$ cat src/rtl/branch_outcome_tracker.sv
// branch_outcome_tracker
// Holds an in-order queue of conditional branches with the predictions made at
// fetch. When the oldest branch resolves, both component predictors are graded
// against the actual direction, and one registered chooser update is emitted on
// the following cycle.
//
// Handshake: a fetch is accepted on a cycle where fetch_valid & fetch_ready &
// ~flush. fetch_ready is taken from the registered occupancy only, so a pop in
// the same cycle does not make room for a push. The resolve side has no ready
// signal. res_valid asks for the head entry to be popped, and that request is
// honoured whenever the queue is not empty. The update side has no
// back-pressure: upd_valid is a one-cycle strobe.
module branch_outcome_tracker #(
  parameter int IDX_W = 12,
  parameter int DEPTH = 4
) (
  input  logic                     clk,
  input  logic                     rst_n,
  input  logic                     fetch_valid,
  input  logic [IDX_W-1:0]         fetch_idx,
  input  logic                     fetch_pred1,
  input  logic                     fetch_pred2,
  input  logic                     fetch_choice,
  output logic                     fetch_ready,
  input  logic                     res_valid,
  input  logic                     res_taken,
  input  logic                     flush,
  output logic                     upd_valid,
  output logic [IDX_W-1:0]         upd_past,
  output logic                     upd_taken1,
  output logic                     upd_taken2,
  output logic                     mispredict,
  output logic [$clog2(DEPTH):0]   count,
  output logic                     err
);

  localparam int AW = $clog2(DEPTH);
  localparam int PW = AW + 1;

  // Entry storage, indexed by the low pointer bits
  logic [IDX_W-1:0] r_idx_mem [DEPTH];
  logic [DEPTH-1:0] r_p1_mem;
  logic [DEPTH-1:0] r_p2_mem;
  logic [DEPTH-1:0] r_ch_mem;

  // Pointers carry one extra wrap bit, so full and empty can be told apart
  logic [PW-1:0]    r_wr_ptr;
  logic [PW-1:0]    r_rd_ptr;

  logic             r_upd_valid;
  logic [IDX_W-1:0] r_upd_past;
  logic             r_upd_taken1;
  logic             r_upd_taken2;
  logic             r_mispredict;
  logic             r_err;

  logic [PW-1:0]    w_count;
  logic             w_full;
  logic             w_empty;
  logic             w_push;
  logic             w_pop;
  logic             w_err_set;
  logic [AW-1:0]    w_wr_addr;
  logic [AW-1:0]    w_rd_addr;
  logic             w_head_p1;
  logic             w_head_p2;
  logic             w_head_ch;
  logic             w_head_sel;

  assign w_count   = r_wr_ptr - r_rd_ptr;
  assign w_full    = (w_count == PW'(DEPTH));
  assign w_empty   = (w_count == '0);
  assign w_wr_addr = r_wr_ptr[AW-1:0];
  assign w_rd_addr = r_rd_ptr[AW-1:0];

  // A flush suppresses any fetch in the same cycle, and it does not count as an overflow
  assign w_push    = fetch_valid & ~w_full & ~flush;
  assign w_pop     = res_valid & ~w_empty;
  assign w_err_set = (fetch_valid & w_full & ~flush) | (res_valid & w_empty);

  assign w_head_p1  = r_p1_mem[w_rd_addr];
  assign w_head_p2  = r_p2_mem[w_rd_addr];
  assign w_head_ch  = r_ch_mem[w_rd_addr];
  assign w_head_sel = w_head_ch ? w_head_p2 : w_head_p1;

  // Write the accepted fetch into the tail slot
  always_ff @(posedge clk) begin
    if (w_push) begin
      r_idx_mem[w_wr_addr] <= fetch_idx;
      r_p1_mem[w_wr_addr]  <= fetch_pred1;
      r_p2_mem[w_wr_addr]  <= fetch_pred2;
      r_ch_mem[w_wr_addr]  <= fetch_choice;
    end
  end

  // Move the pointers. A flush resets both to zero, after any same-cycle pop has read the head
  always_ff @(posedge clk or negedge rst_n) begin
    if (!rst_n) begin
      r_wr_ptr <= '0;
      r_rd_ptr <= '0;
    end else if (flush) begin
      r_wr_ptr <= '0;
      r_rd_ptr <= '0;
    end else begin
      if (w_push) r_wr_ptr <= r_wr_ptr + PW'(1);
      if (w_pop)  r_rd_ptr <= r_rd_ptr + PW'(1);
    end
  end

  // Grade the popped head entry; the payload holds its value while no update is emitted
  always_ff @(posedge clk or negedge rst_n) begin
    if (!rst_n) begin
      r_upd_valid  <= 1'b0;
      r_upd_past   <= '0;
      r_upd_taken1 <= 1'b0;
      r_upd_taken2 <= 1'b0;
      r_mispredict <= 1'b0;
    end else begin
      r_upd_valid <= w_pop;
      if (w_pop) begin
        r_upd_past   <= r_idx_mem[w_rd_addr];
        r_upd_taken1 <= (w_head_p1 == res_taken);
        r_upd_taken2 <= (w_head_p2 == res_taken);
        r_mispredict <= (w_head_sel != res_taken);
      end
    end
  end

  // Sticky protocol error flag, cleared only by reset
  always_ff @(posedge clk or negedge rst_n) begin
    if (!rst_n) r_err <= 1'b0;
    else if (w_err_set) r_err <= 1'b1;
  end

  assign fetch_ready = ~w_full;
  assign count       = w_count;
  assign upd_valid   = r_upd_valid;
  assign upd_past    = r_upd_past;
  assign upd_taken1  = r_upd_taken1;
  assign upd_taken2  = r_upd_taken2;
  assign mispredict  = r_mispredict;
  assign err         = r_err;

endmodule

$ cat config.mk
export PLATFORM = sky130hd
export DESIGN_NAME = branch_outcome_tracker
export DESIGN_NICKNAME = d
export VERILOG_FILES = /design/src/rtl/branch_outcome_tracker.sv
export SDC_FILE = /design/constraint.sdc
export NUM_CORES = 1
export LEC_CHECK = 0
export CORE_UTILIZATION = 43
export CTS_BUF_LIST = sky130_fd_sc_hd__clkbuf_4
export CTS_CLUSTER_DIAMETER = 60
export DETAILED_ROUTE_END_ITERATION = 7
export SKIP_LAST_GASP = 1
export SYNTH_ARGS = -nofsm -noshare
export SYNTH_HDL_FRONTEND = slang
export SYNTH_SLANG_ARGS = --single-unit
$ cat constraint.sdc
create_clock -name clk -period 4.3 [get_ports clk]
set_input_delay 1.29 -clock clk [delete_from_list [all_inputs] [get_ports clk]]
set_output_delay 1.29 -clock clk [all_outputs]
set_load 0.05 [all_outputs]
Run 1, met1 routing:
(4 px per um) Supply wires on this layer in grey.
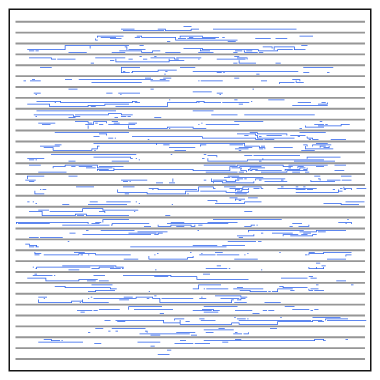
wire length on this layer = 2530 um
main direction = horizontal
nets with wire on the layer = 211
share of all routed wire = 46%
longest straight run = 37.7 um
vias after detailed routing: 1586
Total Wirelength: 5530 um

Run 1, M2 wires:
(3 px per um) Cells faint in the background.
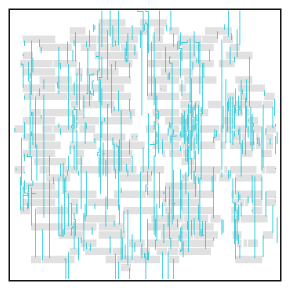
wire length on this layer = 2760 um
longest straight run = 53.7 um
met2 usage: 24.6%

==> results_dict.tcl, run 1 <==
# collected from the flow reports
set metrics [dict create \
    log.warning_count 29 \
    yosys-stat-area_um2 3330 \
    tns_ns 0 \
    ir_drop_mv 0.316 \
    fill_cells 593 \
    power_density_nw_per_um2 732 \
    r2r_cells 7 \
    logic_area_um2 871 \
    clock_sinks 83 \
    drtIter0Drc 109 \
    ctsHoldBuffers 0 \
    required_ns 3.01 \
    sw_frac_of_total_pct 39.2 \
    critPathLaunch "r_wr_ptr[0]" \
    port_buffers 41 \
    cts_resized 0 \
    worstSetupStartpointType "flip-flop" \
    syn_inst 167 \
    p_clk_share_pct 15.5 \
    power_uw 2900 \
    min_to "err" \
    clock_latency_ns 0.41 \
    grt_pass1_wl_um 9380 \
    hold_slack_ns 0.485 \
    run_status "finished clean" \
    fin_skew_ns 0.0135 \
    htreeDepth 3 \
]
Run 1, signal wires on met3:
(4 px per um)
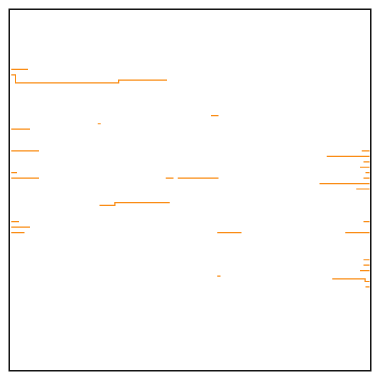
main direction = horizontal
longest straight run = 25.8 um
share of all routed wire = 3.0%
wire length on this layer = 164 um
nets with wire on the layer = 25
met3 Use GR: 3.21%

## run 1: per-stage QoR
| stage | utilization, % | area, um2 | instances | setup WS (ns) |
|---|---|---|---|---|
| finish | 53.7 | 3960 | 318 | 0.507 |
| global route | 53.7 | 3960 | 318 | 0.405 |
| CTS | 53.7 | 3960 | 318 | 0.483 |
| detailed placement | 51.8 | 3820 | 302 | 0.949 |
| global placement | 51.8 | 3820 | 302 | 1.02 |
| floorplan | - | 3330 | 167 | 1.10 |
## run 1: power by group through the flow
stage / logic, uW / clock network [uW] / registers [uW]
floorplan: 799 / 0 / 1350
finish: 1380 / 450 / 1070
global placement: 1370 / 0 / 1080
detailed placement: 1400 / 0 / 1090
CTS: 1400 / 468 / 1080
global route: 1470 / 503 / 1090
## run 1: worst max-delay path, cell delays in order, from the launching register on
cell             delay, ns
dfrtp_1               0.41
inv_1                 0.11
ha_1                  0.23
fa_1                  0.49
inv_1                 0.08
clkdlybuf4s50_1       0.79
## run 1: area by class of cell
type,instances,share of cell area [%]
tap,99,3.13
clock buffer,9,1.71
clock inverter,7,1.90
timing repair buffer,43,10.6
inverter,6,0.632
multi-input combinational,71,22.0
sequential,83,60.0
## run 1: flip-flops by register name, indices dropped and copies added (netlist names)
| register | count |
|---|---|
| r_idx_mem | 48 |
| upd_past | 12 |
| r_ch_mem | 4 |
| r_p1_mem | 4 |
| r_p2_mem | 4 |
| r_rd_ptr | 3 |
| r_wr_ptr | 3 |
| err | 1 |
| mispredict | 1 |
| upd_taken1 | 1 |
| upd_taken2 | 1 |
| upd_valid | 1 |
## run 1: worst max path at each step
| stage | end | slack (ns) |
|---|---|---|
| after floorplan | fetch_ready | 1.10 |
| after global placement | count[1] | 1.02 |
| after detailed placement | r_idx_mem[0][10] | 0.95 |
| after CTS | count[1] | 0.48 |
| after global routing | count[1] | 0.40 |
| final | count[1] | 0.51 |
## run 1: cells by family after synthesis
family / after synthesis / synth area share [%]
and+or+nand+nor: 17 / 2.37
buffers and inverters: 13 / 2.41
DFF: 83 / 71.4
adders and majority gates: 7 / 2.86
AOI/OAI and AO/OA: 9 / 2.03
muxes: 30 / 16.4
xor gates and xnor gates: 8 / 2.56
## run 1: layer usage
| metal | vias up | track usage [%] | wire, um |
|---|---|---|---|
| met1 | 807 | 20.5 | 2530 |
| met5 | - | 0 | 0 |
| li1 | 740 | - | - |
| met4 | 0 | 7.39 | 85 |
| met3 | 8 | 3.21 | 164 |
| met2 | 31 | 24.6 | 2760 |
==> inputs of run 2 (changes only) <==
--- a/config.mk
+++ b/config.mk
@@ -9,6 +9,7 @@
 export CTS_BUF_LIST = sky130_fd_sc_hd__clkbuf_4
 export CTS_CLUSTER_DIAMETER = 60
 export DETAILED_ROUTE_END_ITERATION = 7
+export MAX_ROUTING_LAYER = met4
 export SKIP_LAST_GASP = 1
 export SYNTH_ARGS = -nofsm -noshare
 export SYNTH_HDL_FRONTEND = slang
Run 2, met1 routing:
(4 px per um) Supply wires on this layer in grey.
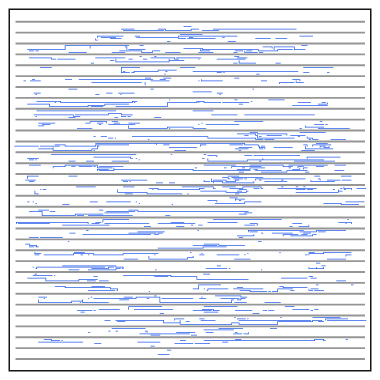
main direction = horizontal
longest straight run = 37.3 um
nets with wire on the layer = 210
wire length on this layer = 2510 um
share of all routed wire = 45%
vias after detailed routing: 1596
Total Wirelength: 5540 um
met1 GRT Util: 20.6%

==> run 2 against run 1 <==
Net effect:
- area after synthesis stayed put
- wire length is 0.20% higher
- flip-flop count stayed put
- die size stayed put
- utilization stayed put
- cell area stayed put
- combinational power hardly changed
- worst hold slack better by 0.0042 ns
- via count is 0.63% higher
- largest cell class unchanged
==> results_dict.tcl, run 2 <==
# collected from the flow reports
set metrics [dict create \
    drt_first_pass_iters 4 \
    power_density_nw_per_um2 732 \
    required_ns 3.01 \
    ctsHoldBuffers 0 \
    yosysWarnings 0 \
    synth-edff-count 60 \
    rows 31 \
    clock_tree.root_cell "clkbuf_4" \
    viasPerCell 5.02 \
    dp_hpwl_um 3500 \
    fin_skew_ns 0.0130 \
    syn_inst 167 \
    placed_area_um2 3820 \
    grt_pass1_vias 1783 \
    log.warning_count 29 \
    htreeDepth 3 \
    fp_nets 195 \
    critPathCaptureType "primary output" \
    yosys-stat-area_um2 3330 \
    clock_latency_ns 0.41 \
    nets 242 \
    run_status "finished clean" \
    port_buffers 41 \
    ir_drop_mv 0.316 \
    hold_slack_ns 0.490 \
    regMostFlops "r_idx_mem" \
    postCtsSetupBuffers 0 \
    ys_seq_share_pct 71.4 \
    synth-main-ff-cell "edfxtp_1" \
    tns_ns 0 \
    clock.fmax_mhz 264 \
    synthTopCellsByCount "edfxtp_1, dfrtp_1, mux4_2" \
    final_area_um2 3960 \
    drtIter0Drc 110 \
    cts_resized 0 \
    largest_reg_flops 48 \
    clock_sinks 83 \
    grt_pass1_wl_um 9380 \
    worstSetupStartpointType "flip-flop" \
    lay_top_count "edfxtp_1" \
]
==> run 2: power breakdown <==
group | leakage, uW | internal [uW] | switching (uW)
combinational | 0.000551 | 571 | 803
clock | 0.0000690 | 180 | 271
sequential | 0.000825 | 1010 | 62.0
==> run 2: kinds of logic (layout without fill, tap and decap cells) <==
kind of cell	count (synthesis)	in the layout	synth area share (%)
mux	30	30	16.4
simple gates	17	17	2.37
buf+inv	13	65	2.41
xor+xnor	8	8	2.56
flops	83	83	71.4
fa+ha+maj	7	7	2.86
compound gates	9	9	2.03
==> run 2: cell type report <==
type / count / area, um2
inverter: 6 / 25.0
fill: 593 / 3410
clock inverter: 7 / 75.1
timing repair buffer: 43 / 420
multi-input combinational: 71 / 871
sequential: 83 / 2380
clock buffer: 9 / 67.6
tap: 99 / 124
==> run 2: per-layer routing <==
metal / global-route usage, % / vias up / routed length, um
li1: - / 740 / -
met1: 20.6 / 810 / 2510
met2: 24.6 / 37 / 2740
met3: 3.21 / 9 / 195
met4: 7.39 / 0 / 104
met5: - / - / 0
==> run 2: metrics by stage <==
stage | setup slack [ns] | total power, uW | utilization (%) | cells
6_report | 0.507 | 2900 | 53.7 | 318
5_1_grt | 0.405 | 3070 | 53.7 | 318
4_1_cts | 0.483 | 2940 | 53.7 | 318
3_5_place_dp | 0.949 | 2490 | 51.8 | 302
3_3_place_gp | 1.02 | 2450 | 51.8 | 302
2_1_floorplan | 1.10 | 2150 | - | 167
==> run 2: worst max-delay path, stage by stage, from the launching register on <==
cell             delay (ns)
dfrtp_1                0.41
inv_1                  0.11
ha_1                   0.23
fa_1                   0.49
inv_1                  0.08
clkdlybuf4s50_1        0.79
==> run 2: worst paths after layout <==
path	startpoint	end	slack [ns]	depth (start not counted)
max	r_wr_ptr[0]	count[1]	0.51	5
min	err	err	0.49	1
max reg2reg	r_wr_ptr[0]	r_idx_mem[0][1]	1.41	7
min reg2reg	err	err	0.49	1
max in group asynchronous	rst_n	upd_past[0]	2.16	1
min in group asynchronous	rst_n	upd_taken2	1.46	1
Power is estimated from default activity; no workload was simulated.
